File: src/rtl/pipe_stage_ctrl.sv
// rtl/pipe_stage_ctrl.sv - pipeline stall/flush sequencer with trap/mret drain and PC redirect
module pipe_stage_ctrl #(
    parameter int DRAIN_CYCLES = 2,
    parameter int XLEN         = 64
) (
    input  logic            clk,
    input  logic            rst,
    input  logic            load_use_hazard,
    input  logic            ifetch_busy,
    input  logic            dmem_busy,
    input  logic            branch_redirect,
    input  logic [XLEN-1:0] branch_target,
    input  logic            trap_valid,
    input  logic [XLEN-1:0] trap_pc,
    input  logic [15:0]     trap_cause,
    input  logic            mret_valid,
    input  logic [XLEN-1:0] mtvec,
    input  logic [XLEN-1:0] mepc,
    output logic            pc_en,
    output logic            en_fd,
    output logic            en_de,
    output logic            en_em,
    output logic            en_mw,
    output logic            flush_fd,
    output logic            flush_de,
    output logic            flush_em,
    output logic            flush_mw,
    output logic            redirect_valid,
    output logic [XLEN-1:0] redirect_pc,
    output logic [XLEN-1:0] epc_out,
    output logic [15:0]     cause_out,
    output logic            busy
);

    typedef enum logic [1:0] {RUN, MEM_WAIT, DRAIN, REDIRECT} state_t;

    state_t          state_q, state_d;
    logic [3:0]      cnt_q, cnt_d;
    logic            live_q;
    logic [XLEN-1:0] target_q, hold_q, epc_q;
    logic [15:0]     cause_q;
    logic            take_trap, take_mret;
    logic [3:0]      en_v, flush_v;

    // live_q keeps the reset-time output pattern until the first clock edge after release
    always_ff @(posedge clk or negedge rst) begin
        if (!rst) begin
            state_q  <= RUN;
            cnt_q    <= 4'd0;
            live_q   <= 1'b0;
            target_q <= '0;
            hold_q   <= '0;
            epc_q    <= '0;
            cause_q  <= 16'd0;
        end else begin
            live_q  <= 1'b1;
            state_q <= state_d;
            cnt_q   <= cnt_d;
            if (take_trap) begin
                epc_q    <= trap_pc;
                cause_q  <= trap_cause;
                target_q <= mtvec;
            end else if (take_mret) begin
                target_q <= mepc;
            end
            if (redirect_valid) begin
                hold_q <= redirect_pc;
            end
        end
    end

    always_comb begin
        state_d        = state_q;
        cnt_d          = cnt_q;
        pc_en          = 1'b0;
        en_v           = 4'b0000;
        flush_v        = 4'b0000;
        redirect_valid = 1'b0;
        redirect_pc    = hold_q;
        take_trap      = 1'b0;
        take_mret      = 1'b0;
        if (!live_q) begin
            flush_v = 4'b1111;
            state_d = RUN;
            cnt_d   = 4'd0;
        end else begin
            case (state_q)
                RUN, MEM_WAIT: begin
                    // the MEM_WAIT exit cycle is decoded exactly like RUN
                    if (!(state_q == MEM_WAIT && dmem_busy)) begin
                        state_d = RUN;
                        if (trap_valid || mret_valid) begin
                            state_d   = DRAIN;
                            flush_v   = 4'b1111;
                            take_trap = trap_valid;
                            take_mret = mret_valid && !trap_valid;
                        end else if (dmem_busy) begin
                            state_d = MEM_WAIT;
                        end else if (branch_redirect) begin
                            redirect_valid = 1'b1;
                            redirect_pc    = branch_target;
                            flush_v        = 4'b1100;
                            en_v           = 4'b0011;
                            pc_en          = 1'b1;
                        end else if (load_use_hazard) begin
                            flush_v = 4'b0100;
                            en_v    = 4'b0011;
                        end else if (ifetch_busy) begin
                            flush_v = 4'b1000;
                            en_v    = 4'b0111;
                        end else begin
                            en_v  = 4'b1111;
                            pc_en = 1'b1;
                        end
                    end
                end
                DRAIN: begin
                    flush_v = 4'b1111;
                    if (!dmem_busy) begin
                        if (cnt_q == 4'(DRAIN_CYCLES - 1)) begin
                            cnt_d   = 4'd0;
                            state_d = REDIRECT;
                        end else begin
                            cnt_d = cnt_q + 4'd1;
                        end
                    end
                end
                REDIRECT: begin
                    redirect_valid = 1'b1;
                    redirect_pc    = target_q;
                    pc_en          = 1'b1;
                    flush_v        = 4'b1111;
                    state_d        = RUN;
                end
                default: state_d = RUN;
            endcase
        end
    end

    assign {en_fd, en_de, en_em, en_mw}             = en_v;
    assign {flush_fd, flush_de, flush_em, flush_mw} = flush_v;
    assign epc_out   = epc_q;
    assign cause_out = cause_q;
    assign busy      = (state_q != RUN);

endmodule

File: config.mk
export PLATFORM = sky130hd
export DESIGN_NAME = pipe_stage_ctrl
export DESIGN_NICKNAME = d
export VERILOG_FILES = /design/src/rtl/pipe_stage_ctrl.sv
export SDC_FILE = /design/constraint.sdc
export NUM_CORES = 1
export LEC_CHECK = 0
export CORE_MARGIN = 5
export CORE_UTILIZATION = 40
export DETAILED_ROUTE_END_ITERATION = 8
export MAX_ROUTING_LAYER = met4
export PLACE_DENSITY = 0.77
export SYNTH_ARGS = -nofsm -noshare
export SYNTH_HDL_FRONTEND = slang
export SYNTH_SLANG_ARGS = --single-unit
File: constraint.sdc
create_clock -name clk -period 2.13 [get_ports clk]
set_clock_uncertainty 0.2 [all_clocks]
set_input_delay 0.426 -clock clk [delete_from_list [all_inputs] [get_ports clk]]
set_output_delay 0.426 -clock clk [all_outputs]
set_load 0.01 [all_outputs]
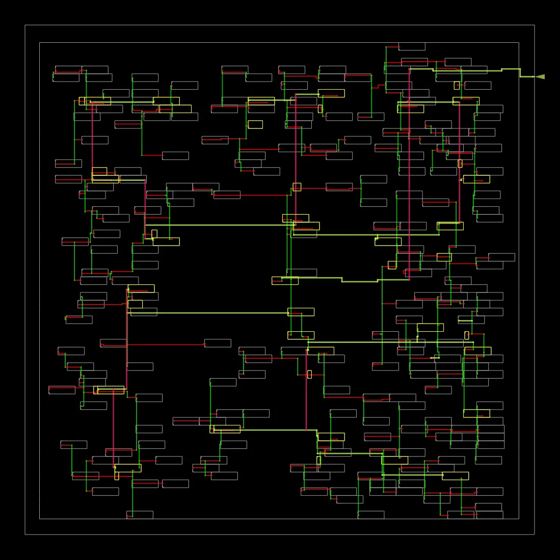
Fig. 1. Clock nets.
clk latency late pin: 0.52 ns
flop count: 215

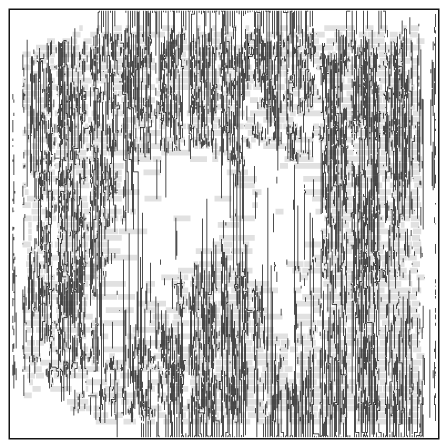
Fig. 2. Signal wires on met2.
nets with wire on the layer: 1591
wire length on this layer: 24.2 mm
share of all routed wire: 49%
main direction: vertical

==> flow_summary.ini <==
; implementation run metrics
[synth]
synthAoiAreaFrac_pct = 25.8
yosysWarnings = 0
yosysChipArea_mm2 = 0.0112
syn_avg_cell_area_um2 = 11.3
simple_gate_area_share_pct = 12.5
yosysMostFrequentCell = dfrtp_1
yosys_cells = 997
edf_count = 0
ys_top_logic_family = AND-OR/OR-AND gates
ys_seq_share_pct = 47.9

[clock_tree]
post_cts_buffers = 44
postCtsResizedCells = 343
cts.clk_slew.worst_paths_ns = 0.06
ctsHoldBuffers = 1

[detailed_routing]
met2WireLength_um = 24200
drtIter0Drc = 1123
vias_per_cell = 6.27
routed_wl_um = 49600
num_vias = 11900
met1_length_um = 18300
postRouteAntennaNets = 0
drcViolationCount = 0

[pwr]
p_total_mw = 15.4
p_switching_mw = 4.71
switching_share_pct = 30.5
power_leader = registers
p_leak_nw = 7.48
p_comb_mw = 5.18

[layout]
postLayoutCoreUtil_pct = 65.9
clock_buffers = 39
register_area_mm2 = 0.00538
n_antenna_cell = 5
nMultiInputCombCells = 645
clk_share_pct = 4.50
buffers = 601
layout_top_cells = 348 x clkdlybuf4s50_1, 214 x dfrtp_1, 126 x a221o_1
nonClkBufAreaFrac_pct = 33.4
fill_cells = 2044

[critical_path]
cp.arrival_ns = 2.17
crit_type = reg2out
slowest_delay_ns = 0.48
crit_top_cell = buf_12
path_delay_family = buffers and inverters
path_buffers = 5
crit_cells = 7
worst-path-max-fanout = 6
regToRegSetupSlack_ns = 0.04
ff2ff_path_depth = 7
startpoint = live_q$_DFF_PN0_
endpoint_kind = primary output
cp-start-kind = register

[floorplan]
chip_area_mm2 = 0.0315
dieHeight_um = 177
n_tap_cell = 378
rows = 61
die_w_um = 177
core_mm2 = 0.0277

[timing]
max_slew.worst_pin.slew_ns = 0.853
hold_viol = 0
setup_viol = 75
fin_ws_ns = -0.669
period_used_pct = 131
rsz0062_at_grt = true
timing.slew.headroom_pct = 43.1

[run_status]
status = complete, but fails checks
violations = negative setup slack

[global_route]
grt_first_pass_wirelength_um = 72300
antenna_found_initial = 4
track_usage_pct = 30.2
met1_usage_pct = 36.1
grtUsageMet2_pct = 48.9

[placed_design]
post_dp_cell_area_mm2 = 0.0167
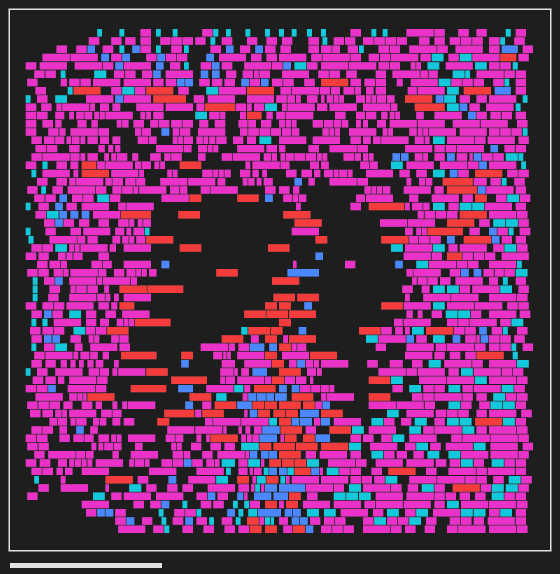
Fig. 3. Cell sizes after repair.
Scale bar: 50 um.
legend:
  cyan:
    size: x2
    cells: 185
  blue:
    size: x3 and x4
    cells: 112
  red:
    size: x6 and larger
    cells: 116
  magenta:
    size: x1 and smaller
    cells: 1099

